<file path="src/rtl/mem_ctrl.sv">
// rtl/mem_ctrl.sv - byte-serial RAM controller serving instruction fetch and load/store clients
module mem_ctrl #(
  parameter int ADDR_WIDTH = 32
) (
  input  logic                  clk,
  input  logic                  rst_n,
  input  logic                  flush,
  input  logic                  if_ena,
  input  logic [ADDR_WIDTH-1:0] if_addr,
  output logic                  if_ready,
  output logic [31:0]           if_data,
  input  logic                  ls_ena,
  input  logic                  ls_wr,
  input  logic [1:0]            ls_size,
  input  logic [ADDR_WIDTH-1:0] ls_addr,
  input  logic [31:0]           ls_wdata,
  output logic                  ls_ready,
  output logic [31:0]           ls_rdata,
  input  logic [7:0]            mem_din,
  output logic [7:0]            mem_dout,
  output logic [ADDR_WIDTH-1:0] mem_a,
  output logic                  mem_wr
);

  typedef enum logic [1:0] {IDLE, READ, WRITE, DONE} state_t;

  state_t                state_q, state_d;
  logic                  own_ls_q, own_ls_d;     // 1 = LSB owns the transfer, 0 = fetcher
  logic [ADDR_WIDTH-1:0] addr_q, addr_d;
  logic [2:0]            n_q, n_d;               // byte count 1/2/4
  logic [31:0]           wdata_q, wdata_d;
  logic [2:0]            cyc_q, cyc_d;           // index of the byte currently on mem_a
  logic [31:0]           data_q, data_d;         // read assembly buffer
  logic [ADDR_WIDTH-1:0] mem_a_q, mem_a_d;
  logic                  mem_wr_q, mem_wr_d;
  logic [7:0]            mem_dout_q, mem_dout_d;
  logic                  if_ready_q, if_ready_d;
  logic                  ls_ready_q, ls_ready_d;
  logic [31:0]           if_data_q, if_data_d;
  logic [31:0]           ls_rdata_q, ls_rdata_d;

  logic [2:0]            cyc_nxt;
  logic [ADDR_WIDTH-1:0] a_nxt;
  logic [1:0]            cap_idx;
  logic [31:0]           cap_word;

  // Arbitration, byte sequencing and little-endian assembly/split
  always_comb begin
    state_d    = state_q;
    own_ls_d   = own_ls_q;
    addr_d     = addr_q;
    n_d        = n_q;
    wdata_d    = wdata_q;
    cyc_d      = cyc_q;
    data_d     = data_q;
    mem_a_d    = mem_a_q;
    mem_wr_d   = 1'b0;
    mem_dout_d = mem_dout_q;
    if_ready_d = 1'b0;
    ls_ready_d = 1'b0;
    if_data_d  = 32'd0;
    ls_rdata_d = 32'd0;

    cyc_nxt  = cyc_q + 3'd1;
    a_nxt    = addr_q + {{(ADDR_WIDTH-3){1'b0}}, cyc_nxt};
    // mem_din in this cycle belongs to the byte addressed one cycle earlier
    cap_idx  = cyc_q[1:0] - 2'd1;
    cap_word = data_q | ({24'd0, mem_din} << {cap_idx, 3'b000});

    case (state_q)
      IDLE: begin
        if (ls_ena) begin
          own_ls_d = 1'b1;
          addr_d   = ls_addr;
          wdata_d  = ls_wdata;
          cyc_d    = 3'd0;
          data_d   = 32'd0;
          mem_a_d  = ls_addr;
          case (ls_size)
            2'd0:    n_d = 3'd1;
            2'd1:    n_d = 3'd2;
            default: n_d = 3'd4;
          endcase
          if (ls_wr) begin
            state_d    = WRITE;
            mem_wr_d   = 1'b1;
            mem_dout_d = ls_wdata[7:0];
          end else begin
            state_d = READ;
          end
        end else if (if_ena && !flush) begin
          own_ls_d = 1'b0;
          addr_d   = if_addr;
          n_d      = 3'd4;
          cyc_d    = 3'd0;
          data_d   = 32'd0;
          mem_a_d  = if_addr;
          state_d  = READ;
        end
      end
      READ: begin
        if (!own_ls_q && flush) begin
          state_d = IDLE;
        end else begin
          if (cyc_q != 3'd0) data_d = cap_word;
          if (cyc_q == n_q) begin
            state_d = DONE;
            if (own_ls_q) begin
              ls_ready_d = 1'b1;
              ls_rdata_d = cap_word;
            end else begin
              if_ready_d = 1'b1;
              if_data_d  = cap_word;
            end
          end else begin
            cyc_d = cyc_nxt;
            if (cyc_nxt < n_q) mem_a_d = a_nxt;
          end
        end
      end
      WRITE: begin
        if (cyc_q == n_q - 3'd1) begin
          state_d    = DONE;
          ls_ready_d = 1'b1;
        end else begin
          cyc_d      = cyc_nxt;
          mem_wr_d   = 1'b1;
          mem_a_d    = a_nxt;
          mem_dout_d = 8'(wdata_q >> {cyc_nxt[1:0], 3'b000});
        end
      end
      DONE:    state_d = IDLE;
      default: state_d = IDLE;
    endcase
  end

  // State and registered outputs, cleared asynchronously
  always_ff @(posedge clk or negedge rst_n) begin
    if (!rst_n) begin
      state_q    <= IDLE;
      own_ls_q   <= 1'b0;
      addr_q     <= '0;
      n_q        <= 3'd0;
      wdata_q    <= 32'd0;
      cyc_q      <= 3'd0;
      data_q     <= 32'd0;
      mem_a_q    <= '0;
      mem_wr_q   <= 1'b0;
      mem_dout_q <= 8'd0;
      if_ready_q <= 1'b0;
      ls_ready_q <= 1'b0;
      if_data_q  <= 32'd0;
      ls_rdata_q <= 32'd0;
    end else begin
      state_q    <= state_d;
      own_ls_q   <= own_ls_d;
      addr_q     <= addr_d;
      n_q        <= n_d;
      wdata_q    <= wdata_d;
      cyc_q      <= cyc_d;
      data_q     <= data_d;
      mem_a_q    <= mem_a_d;
      mem_wr_q   <= mem_wr_d;
      mem_dout_q <= mem_dout_d;
      if_ready_q <= if_ready_d;
      ls_ready_q <= ls_ready_d;
      if_data_q  <= if_data_d;
      ls_rdata_q <= ls_rdata_d;
    end
  end

  // A flush arriving in the ready cycle still cancels the stale fetch word
  assign if_ready = if_ready_q & ~flush;
  assign if_data  = if_data_q;
  assign ls_ready = ls_ready_q;
  assign ls_rdata = ls_rdata_q;
  assign mem_a    = mem_a_q;
  assign mem_wr   = mem_wr_q;
  assign mem_dout = mem_dout_q;

endmodule

</file>
<file path="config.mk">
export PLATFORM = sky130hd
export DESIGN_NAME = mem_ctrl
export DESIGN_NICKNAME = d
export VERILOG_FILES = /design/src/rtl/mem_ctrl.sv
export SDC_FILE = /design/constraint.sdc
export NUM_CORES = 1
export LEC_CHECK = 0
export ABC_CLOCK_PERIOD_IN_PS = 3800
export CAP_MARGIN = 40
export CORE_ASPECT_RATIO = 1.1
export CORE_MARGIN = 5
export CORE_UTILIZATION = 50
export DETAILED_ROUTE_END_ITERATION = 10
export PLACE_DENSITY = 0.8
export SYNTH_ARGS = -nofsm -noshare
export SYNTH_HDL_FRONTEND = slang
export SYNTH_SLANG_ARGS = --single-unit
</file>
<file path="constraint.sdc">
create_clock -name clk -period 3.8 [get_ports clk]
set_input_delay 0.57 -clock clk [delete_from_list [all_inputs] [get_ports clk]]
set_output_delay 0.57 -clock clk [all_outputs]
set_load 0.01 [all_outputs]
</file>
==> impl_table.tex <==
% Generated from flow reports
\begin{tabular}{lr}
\hline
Metric & Value \\
\hline
\multicolumn{2}{l}{\textbf{Status}} \\
Outcome & complete, no violations \\
\multicolumn{2}{l}{\textbf{Worst setup path}} \\
Worst setup path class & reg2reg \\
Nature of the critical path startpoint & register \\
Highest fanout seen on the critical path & 17 \\
Data arrival time at the worst-slack endpoint & 3.78 ns \\
Largest delay contributor family on the critical path & adder cells \\
Largest stage delay, worst path & 0.52 ns \\
\multicolumn{2}{l}{\textbf{Yosys}} \\
Simple-Gate Fraction of Synth Area & 0.129 \\
Share of cell area taken by muxes after synthesis & 0.129 \\
Number of instances in the synthesized netlist & 886 \\
Post-synthesis cell area & 0.00953 mm\^{}2 \\
Most common reg cell & sky130\_fd\_sc\_hd\_\_dfrtp\_1 \\
Count of library flops with an enable pin & 0 \\
\multicolumn{2}{l}{\textbf{Global routing}} \\
Antenna violations before repair & 0 \\
\multicolumn{2}{l}{\textbf{Power}} \\
P per Cell Area & 813 mW/mm\^{}2 \\
\multicolumn{2}{l}{\textbf{Clock network}} \\
Clock tree root driver cell & sky130\_fd\_sc\_hd\_\_clkbuf\_16 \\
\multicolumn{2}{l}{\textbf{Die}} \\
Number of ports placed on the die boundary & 219 \\
Die x size & 142 um \\
\multicolumn{2}{l}{\textbf{Placement}} \\
Post-Place Worst Slack & 0.376 ns \\
DP Cell Count & 1317 \\
Port Buffer Count & 218 \\
\multicolumn{2}{l}{\textbf{Layout}} \\
Most common logic cell in the routed design & sky130\_fd\_sc\_hd\_\_clkdlybuf4s50\_1 \\
Logic share of the area & 0.310 \\
Layout-stage area growth over the synthesis result & 33.8\% \\
Filler Cells Inserted & 1503 \\
\multicolumn{2}{l}{\textbf{Job}} \\
Count of tool warnings & 32 \\
\multicolumn{2}{l}{\textbf{Timing}} \\
Unrepaired setup endpoints after global routing & no \\
Time the final worst path needs with I/O delays and setup & 3.33 ns \\
Setup TNS Final & 0 ns \\
\multicolumn{2}{l}{\textbf{Routing}} \\
Overall via count from detail\_route & 7574 \\
\hline
\end{tabular}
==> routing by layer <==
metal / track usage / vias up / wire length (um)
met5: 0 / - / 0
li1: - / 3504 / -
met3: 0.0560 / 42 / 1970
met1: 0.293 / 3764 / 10000
met4: 0.0599 / 0 / 590
met2: 0.404 / 264 / 13100
==> power by group <==
part / switching (uW) / leakage (uW) / internal [uW] / total, uW
clock: 893 / 0.000372 / 1240 / 2140
combinational: 2430 / 0.00245 / 2170 / 4600
sequential: 574 / 0.00273 / 3060 / 3630
==> final timing paths <==
path / from / endpoint / cells past startpoint / slack, ns
worst max-delay path: cyc_q[0] / mem_a[26] / 11 / 0.47
worst min-delay path: rst_n / addr_q[18] / 1 / 0.13
worst max register to register: cyc_q[0] / mem_a[26] / 11 / 0.47
worst min register to register: mem_a[9] / mem_a[9] / 1 / 0.49
max in group asynchronous: rst_n / if_ready_q / 2 / 2.69
min in group clk: mem_a[9] / mem_a[9] / 1 / 0.49
==> cells in the mapped netlist (all sizes together) (4+ instances only) <==
library cell  number  share of area
a21oi             82          0.043
a31oi              8         0.0053
and2              15         0.0098
and4               4         0.0037
buf               17         0.0089
clkbuf            40          0.016
dfrtp            212           0.56
ha                13          0.017
inv               17         0.0067
mux2              49          0.058
mux2i             50          0.053
mux4               8          0.019
nand2             62          0.024
nand2b             6         0.0039
nand3             10         0.0053
nand4              5         0.0033
nor2             121          0.048
nor2b              4         0.0026
nor3              10         0.0053
nor4              12         0.0079
o21a               4         0.0032
o21ai             65          0.034
o31ai             15          0.013
or4                8         0.0063
xnor2              7         0.0064
xor2               8         0.0074
==> state kept, by name, summed over array words and instances, names as in the netlist, 3 cells and up <==
name      count
addr_q       32
data_q       32
if_data      32
ls_rdata     32
mem_a        32
wdata_q      32
mem_dout      8
cyc_q         3
n_q           3
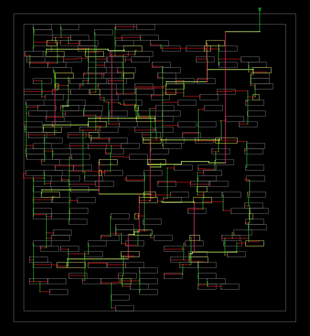
(clock wiring as the flow saved it)
clock buffer count in the final layout: 32
flop count: 212
number of buffers added by the clock tree synthesis step: 22
clock tree sinks: 212

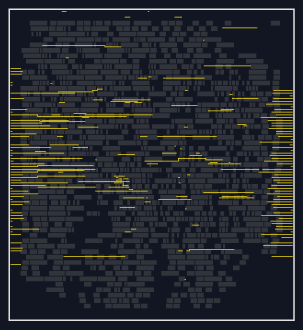
(the metal 3 layer)
(2 px per um)
wire length on this layer = 1970 um
share of all routed wire = 7.7%
Total Wirelength: 25600 um
GR Util met3: 0.0560

Power is estimated from default activity; no workload was simulated.
